`src/rtl/crack_pkg.sv`:
```
// Shared types and constants for the crack scheduler and its ct_mem arbiter.
package crack_pkg;

    localparam int unsigned NCORES = 2;

    typedef enum logic [2:0] {
        StIdle,
        StStart,
        StWorking,
        StAbort,
        StDone
    } state_e;

    // Each core's scan base is 0 except for the key MSB, which holds this bit:
    // core0 -> 0, core1 -> 2^(KEY_W-1).
    localparam logic [NCORES-1:0] KEY_BASE_MSB = 2'b10;

endpackage

```
`src/rtl/ct_arb.sv`:
```
// Arbiter for the single ct_mem read port shared by the two crack cores.
// Build option: CRACK_SCHED_RR_EN selects round-robin; otherwise core0 has fixed priority.
import crack_pkg::*;

module ct_arb #(
    parameter int unsigned ADDR_W = 8,
    parameter int unsigned DATA_W = 8
) (
    input  logic                     clk,
    input  logic                     rst_n,
    input  logic [NCORES-1:0]        ct_req,
    input  logic [NCORES*ADDR_W-1:0] ct_addr,
    output logic [NCORES-1:0]        ct_gnt,
    output logic [ADDR_W-1:0]        ct_mem_addr,
    input  logic [DATA_W-1:0]        ct_mem_rddata,
    output logic [DATA_W-1:0]        ct_rddata,
    output logic [NCORES-1:0]        ct_rvalid
);

    logic [ADDR_W-1:0] addr_q;
    logic [NCORES-1:0] rvalid_q;

`ifdef CRACK_SCHED_RR_EN
    logic last_q;  // 1 = core1 was granted most recently

    // On contention grant the core that was not granted last.
    always_comb begin
        ct_gnt = ct_req;
        if (ct_req == 2'b11) begin
            ct_gnt = last_q ? 2'b01 : 2'b10;
        end
    end

    // Round-robin pointer follows every grant.
    always_ff @(posedge clk or negedge rst_n) begin
        if (!rst_n) begin
            last_q <= 1'b1;
        end else if (|ct_gnt) begin
            last_q <= ct_gnt[1];
        end
    end
`else
    // Fixed priority: core0 always wins contention.
    always_comb begin
        ct_gnt = {ct_req[1] & ~ct_req[0], ct_req[0]};
    end
`endif

    // Granted address goes straight to the memory; otherwise the last address is held.
    always_comb begin
        ct_mem_addr = addr_q;
        if (ct_gnt[0]) begin
            ct_mem_addr = ct_addr[0 +: ADDR_W];
        end else if (ct_gnt[1]) begin
            ct_mem_addr = ct_addr[ADDR_W +: ADDR_W];
        end
    end

    // Held address and read-valid pipeline matching the 1-cycle memory latency.
    always_ff @(posedge clk or negedge rst_n) begin
        if (!rst_n) begin
            addr_q   <= '0;
            rvalid_q <= '0;
        end else begin
            addr_q   <= ct_mem_addr;
            rvalid_q <= ct_gnt;
        end
    end

    assign ct_rvalid = rvalid_q;
    assign ct_rddata = ct_mem_rddata;

endmodule

```
`src/rtl/crack_sched.sv`:
```
// Scheduler for the double-cracking datapath: splits the key space over two crack
// cores, launches them, captures the first found key and aborts the losing core.
// Build option: CRACK_SCHED_RR_EN (round-robin ct_mem arbitration, see ct_arb).
import crack_pkg::*;

module crack_sched #(
    parameter int unsigned KEY_W  = 24,
    parameter int unsigned ADDR_W = 8,
    parameter int unsigned DATA_W = 8
) (
    input  logic                     clk,
    input  logic                     rst_n,
    input  logic                     en,
    output logic                     rdy,
    output logic                     key_valid,
    output logic [KEY_W-1:0]         key,
    output logic [NCORES-1:0]        c_en,
    output logic [NCORES*KEY_W-1:0]  c_key_base,
    input  logic [NCORES-1:0]        c_rdy,
    input  logic [NCORES-1:0]        c_found,
    input  logic [NCORES*KEY_W-1:0]  c_key,
    output logic [NCORES-1:0]        c_abort,
    input  logic [NCORES-1:0]        ct_req,
    input  logic [NCORES*ADDR_W-1:0] ct_addr,
    output logic [NCORES-1:0]        ct_gnt,
    output logic [ADDR_W-1:0]        ct_mem_addr,
    input  logic [DATA_W-1:0]        ct_mem_rddata,
    output logic [DATA_W-1:0]        ct_rddata,
    output logic [NCORES-1:0]        ct_rvalid
);

    state_e             state_q, state_d;
    logic [NCORES-1:0]  busy_q, busy_d;
    logic [NCORES-1:0]  launch_q;  // cycle right after c_en: core c_rdy not yet meaningful
    logic [NCORES-1:0]  finish;
    logic [NCORES-1:0]  c_abort_q, c_abort_d;
    logic               key_valid_q, key_valid_d;
    logic [KEY_W-1:0]   key_q, key_d;
    logic               abort_core_q, abort_core_d;
    logic [NCORES-1:0]  c_en_d;

    for (genvar g = 0; g < NCORES; g++) begin : g_base
        assign c_key_base[g*KEY_W +: KEY_W] = {KEY_BASE_MSB[g], {(KEY_W-1){1'b0}}};
    end

    // Next-state, result capture and launch/abort decisions.
    always_comb begin
        state_d      = state_q;
        finish       = busy_q & ~launch_q & c_rdy;
        busy_d       = busy_q & ~finish;
        key_d        = key_q;
        key_valid_d  = key_valid_q;
        c_abort_d    = '0;
        abort_core_d = abort_core_q;
        c_en_d       = '0;
        unique case (state_q)
            StIdle, StDone: begin
                if (en) begin
                    state_d     = StStart;
                    key_valid_d = 1'b0;
                    key_d       = '0;
                end
            end
            StStart: begin
                if (c_rdy == 2'b11) begin
                    c_en_d  = 2'b11;
                    busy_d  = 2'b11;
                    state_d = StWorking;
                end
            end
            StWorking: begin
                // Core0 is checked first so it wins a simultaneous find.
                if (finish[0] && c_found[0]) begin
                    key_d       = c_key[0 +: KEY_W];
                    key_valid_d = 1'b1;
                    if (busy_d[1]) begin
                        c_abort_d    = 2'b10;
                        abort_core_d = 1'b1;
                        state_d      = StAbort;
                    end else begin
                        state_d = StDone;
                    end
                end else if (finish[1] && c_found[1]) begin
                    key_d       = c_key[KEY_W +: KEY_W];
                    key_valid_d = 1'b1;
                    if (busy_d[0]) begin
                        c_abort_d    = 2'b01;
                        abort_core_d = 1'b0;
                        state_d      = StAbort;
                    end else begin
                        state_d = StDone;
                    end
                end else if (busy_d == '0) begin
                    state_d = StDone;
                end
            end
            StAbort: begin
                // The aborted core's found flag is deliberately ignored.
                if (finish[abort_core_q]) begin
                    state_d = StDone;
                end
            end
            default: state_d = StIdle;
        endcase
    end

    // FSM and result registers.
    always_ff @(posedge clk or negedge rst_n) begin
        if (!rst_n) begin
            state_q      <= StIdle;
            busy_q       <= '0;
            launch_q     <= '0;
            c_abort_q    <= '0;
            key_valid_q  <= 1'b0;
            key_q        <= '0;
            abort_core_q <= 1'b0;
        end else begin
            state_q      <= state_d;
            busy_q       <= busy_d;
            launch_q     <= c_en_d;
            c_abort_q    <= c_abort_d;
            key_valid_q  <= key_valid_d;
            key_q        <= key_d;
            abort_core_q <= abort_core_d;
        end
    end

    assign rdy       = (state_q == StIdle) || (state_q == StDone);
    assign c_en      = c_en_d;
    assign c_abort   = c_abort_q;
    assign key_valid = key_valid_q;
    assign key       = key_q;

    ct_arb #(
        .ADDR_W (ADDR_W),
        .DATA_W (DATA_W)
    ) u_ct_arb (
        .clk           (clk),
        .rst_n         (rst_n),
        .ct_req        (ct_req),
        .ct_addr       (ct_addr),
        .ct_gnt        (ct_gnt),
        .ct_mem_addr   (ct_mem_addr),
        .ct_mem_rddata (ct_mem_rddata),
        .ct_rddata     (ct_rddata),
        .ct_rvalid     (ct_rvalid)
    );

endmodule

```
`config.mk`:
```
export PLATFORM = sky130hd
export DESIGN_NAME = crack_sched
export DESIGN_NICKNAME = d
export VERILOG_FILES = /design/src/rtl/crack_pkg.sv /design/src/rtl/ct_arb.sv /design/src/rtl/crack_sched.sv
export SDC_FILE = /design/constraint.sdc
export NUM_CORES = 1
export LEC_CHECK = 0
export CORE_MARGIN = 3
export CORE_UTILIZATION = 35
export CTS_CLUSTER_DIAMETER = 40
export DETAILED_ROUTE_END_ITERATION = 8
export GPL_TIMING_DRIVEN = 1
export PLACE_DENSITY = 0.81
export RECOVER_POWER = 50
export SYNTH_ARGS = -nofsm -noshare
export SYNTH_HDL_FRONTEND = slang
export SYNTH_SLANG_ARGS = --single-unit
```
`constraint.sdc`:
```
create_clock -name clk -period 1.9 [get_ports clk]
set_input_delay 0.475 -clock clk [delete_from_list [all_inputs] [get_ports clk]]
set_output_delay 0.475 -clock clk [all_outputs]
set_load 0.02 [all_outputs]
```
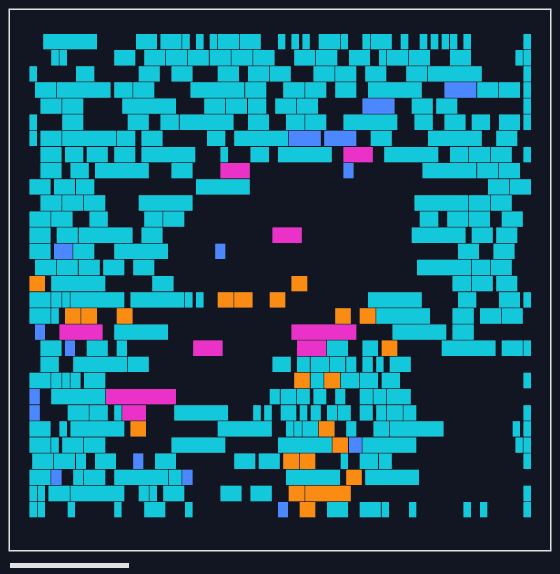
**Above:** run 1 (drive-strength map).
The bar under the picture is 20 um long.
Key: _6 and larger = magenta [cells 9, share 2.6%, most used clkbuf_8]; _0 and _1 cells = cyan [cells 304, share 87%, most used clkdlybuf4s50_1]; _2 cells = blue [cells 16, share 4.6%, most used buf_2]; _3 and _4 cells = orange [cells 22, share 6.3%, most used buf_4]

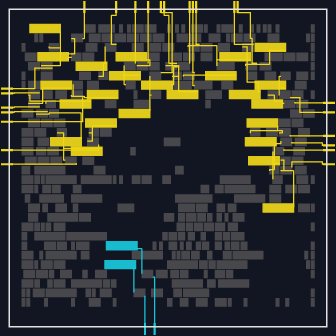
**Above:** run 1 (nets reached from selected ports).
Key: key = yellow [bits 24, direction output, end cells 24, buffers 24, wire 704 um]; ct_rvalid = cyan [bits 2, direction output, end cells 2, buffers 2, wire 38.7 um]

==> Table 3: Implementation characteristics, run 1 <==
Characteristics after synthesis and place and route

Parameter                              Value

Synthesis
  Top cells by area .................. dfrtp_1, buf_4, mux2i_1, o2bb2ai_1, o2bb2ai_2
  Synthesized cell area .................. around 2500 sq um
  Adder-Cell Fraction of Synth Area .................. 0
  Yosys warning tally .................. 0
  Post-synth tally of flip-flops with integrated enable .................. 0
  Leading register cell type out of synthesis .................. dfrtp_1
  Most numerous cell in the Yosys netlist .................. buf_4
  Post-synth cell types .................. 32
  Fraction of the yosys area taken by sequential cells .................. 0.435
  Biggest combinational cell group after synthesis .................. buffers and inverters
  Leading cell types by count after synthesis .................. buf_4, dfrtp_1, mux2i_1
  Yosys Instances .................. 232

Critical path
  Capturing point of the worst reg2reg path .................. key[5]$_DFFE_PN0P_
  Endpoint kind of the worst setup timing path .................. output port
  CP peak stage delay .................. roughly 0.45 ns
  Worst endpoint required time .................. approximately 1.4 ns
  CP startpoint kind .................. input pin
  Start-to-end type of the worst setup path .................. in2out
  Largest fanout on the critical path .................. 2
  Launching point of the worst reg2reg path .................. state_q[2]$_DFFE_PN0P_
  Count of cell instances traversed by the critical path .................. 4

Global routing
  Busiest layer in global routing .................. met2
  Met3 demand-to-capacity share in global routing .................. 0.0613
  Vias in the first global route .................. 2118
  Global routing met2 resource utilization .................. 0.256
  Pin count of the biggest net entering global routing .................. 27

Finish
  Inverter tally of the final layout excluding the clock network .................. 3
  Dominant logic cell types in the final layout .................. clkdlybuf4s50_1, conb_1, dfrtp_1
  Most numerous logic cell after layout .................. clkdlybuf4s50_1
  Clkbuf count .................. 6
  Count of multi-input combinational gates .................. 161
  Sequential share of cell area .................. 0.297
  Clock distribution area overhead in the final layout .................. 0.0290
  Max reg flops .................. 24
  FFs & Latches .................. about 44

Clocking
  Post-cts gate resize count .................. 57
  TritonCTS clock tree .................. done

Final timing
  Slew at the pin closest to its max-slew limit .................. between 1 and 1.5 ns
  Share of the cycle needed by the critical path after routing .................. 0.963

Run status
  Outcome .................. complete, no violations

Floorplan
  Standard-cell rows .................. 30
  Die span in y .................. 91 um
  Ports .................. 179

Min path
  Path class of the lowest-slack min-delay path .................. in2async

Drt
  Post-detailed-route via-to-cell ratio .................. 4.45
  Metal3 WL .................. 587 um
  Via count .................. 1989

Pwr
  PnR Total Power .................. 3.09 mW
  Proportion of total power due to net switching .................. 0.342
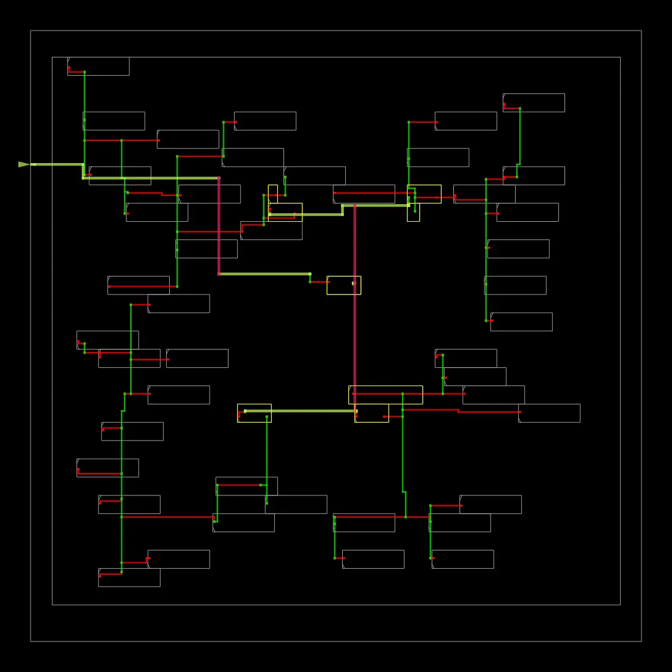
**Above:** run 1 (clock wiring as the flow saved it).
TritonCTS Buffers: 5
clk sinks: 44

==> run 2: changes to the inputs <==
Settings changed: CORE_UTILIZATION 35 to 29, CTS_CLUSTER_SIZE from default to 24, MAX_ROUTING_LAYER from default to met4, PLACE_DENSITY 0.81 to 0.69.
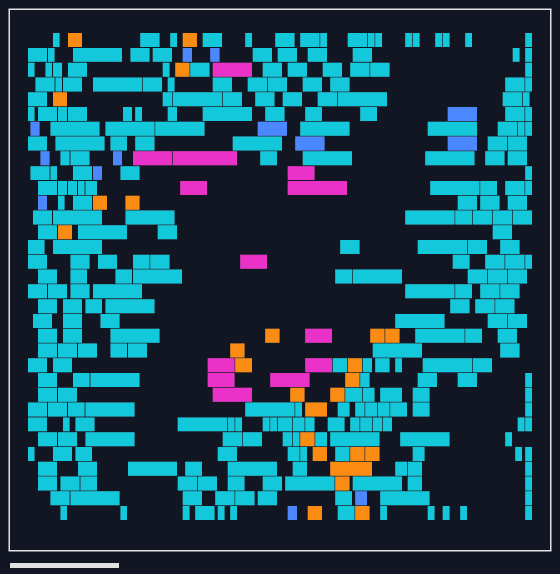
**Above:** run 2 (drive-strength map).
The bar under the picture is 20 um long.
Key: _0 and _1 cells = cyan [cells 302, share 86%, most used clkdlybuf4s50_1]; _2 cells = blue [cells 13, share 3.7%, most used buf_2]; _3 and _4 cells = orange [cells 25, share 7.1%, most used buf_4]; _6 and larger = magenta [cells 13, share 3.7%, most used clkbuf_8]

==> run 2 against run 1 <==
First-iteration DRC count fell by 2.9%. Synthesized cell count stayed put. Non-clock buffer count is 2 higher. Global-route usage is 2.4 points lower. Critical path type unchanged.
==> Table 3: Implementation characteristics, run 2 <==
Characteristics after synthesis and place and route

Parameter                              Value

Finish
  Sequential share of cell area .................. 0.291 (-0.00638)
  Max reg flops .................. 24 (unchanged)
  Count of multi-input combinational gates .................. 161 (unchanged)
  Dominant logic cell types in the final layout .................. clkdlybuf4s50_1, conb_1, dfrtp_1
  Inverter tally of the final layout excluding the clock network .................. 3 (unchanged)
  Most numerous logic cell after layout .................. clkdlybuf4s50_1
  Clock distribution area overhead in the final layout .................. 0.0334 (+0.00433)
  FFs & Latches .................. 44 (unchanged)
  Clkbuf count .................. 7 (+1)

Critical path
  Start-to-end type of the worst setup path .................. in2out
  CP peak stage delay .................. 0.48 ns (+0.03 ns)
  Count of cell instances traversed by the critical path .................. 4 (unchanged)
  Capturing point of the worst reg2reg path .................. key[18]$_DFFE_PN0P_
  CP startpoint kind .................. input pin
  Largest fanout on the critical path .................. 2 (unchanged)
  Launching point of the worst reg2reg path .................. state_q[2]$_DFFE_PN0P_

Synthesis
  Leading register cell type out of synthesis .................. dfrtp_1
  Leading cell types by count after synthesis .................. buf_4, dfrtp_1, mux2i_1
  Most numerous cell in the Yosys netlist .................. buf_4
  Yosys Instances .................. 232 (unchanged)
  Post-synth tally of flip-flops with integrated enable .................. 0 (unchanged)
  Yosys warning tally .................. 0 (unchanged)
  Synthesized cell area .................. 2530 sq um (unchanged)
  Top cells by area .................. dfrtp_1, buf_4, mux2i_1, o2bb2ai_1, o2bb2ai_2
  Post-synth cell types .................. 32 (unchanged)
  Biggest combinational cell group after synthesis .................. buffers and inverters

Global routing
  Vias in the first global route .................. 1989 (-6.1%)
  Met3 demand-to-capacity share in global routing .................. 0.0463 (-0.0150)
  Busiest layer in global routing .................. met2

Floorplan
  Die span in y .................. 99.4 um (+9.2%)
  Standard-cell rows .................. 33 (+10%)
  Ports .................. 179 (unchanged)

Clocking
  Post-cts gate resize count .................. 53 (-7.0%)
  Clk sinks .................. 44 (unchanged)
  TritonCTS Buffers .................. 5 (unchanged)

Run status
  Outcome .................. complete, no violations

Final timing
  Slew at the pin closest to its max-slew limit .................. 1.29 ns (+0.226 ns)
  Share of the cycle needed by the critical path after routing .................. 0.981 (+0.0186)

Drt
  Post-detailed-route via-to-cell ratio .................. 4.27 (-4.0%)
  Metal3 WL .................. 691 um (+18%)
  Via count .................. 1956 (-1.7%)

Pwr
  Proportion of total power due to net switching .................. 0.331 (-0.0102)
  PnR Total Power .................. 3.18 mW (+3.1%)

Min path
  Path class of the lowest-slack min-delay path .................. in2async
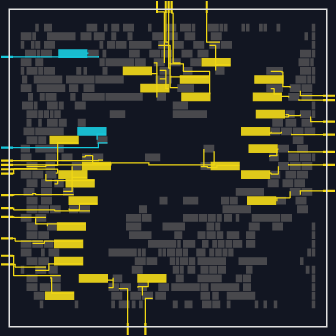
**Above:** run 2 (nets reached from selected ports).
Key: ct_rvalid = cyan [bits 2, direction output, end cells 2, buffers 2, wire 64.5 um]; key = yellow [bits 24, direction output, end cells 24, buffers 24, wire 718 um]

No activity file was given, so power comes from the tool's default toggle rates.
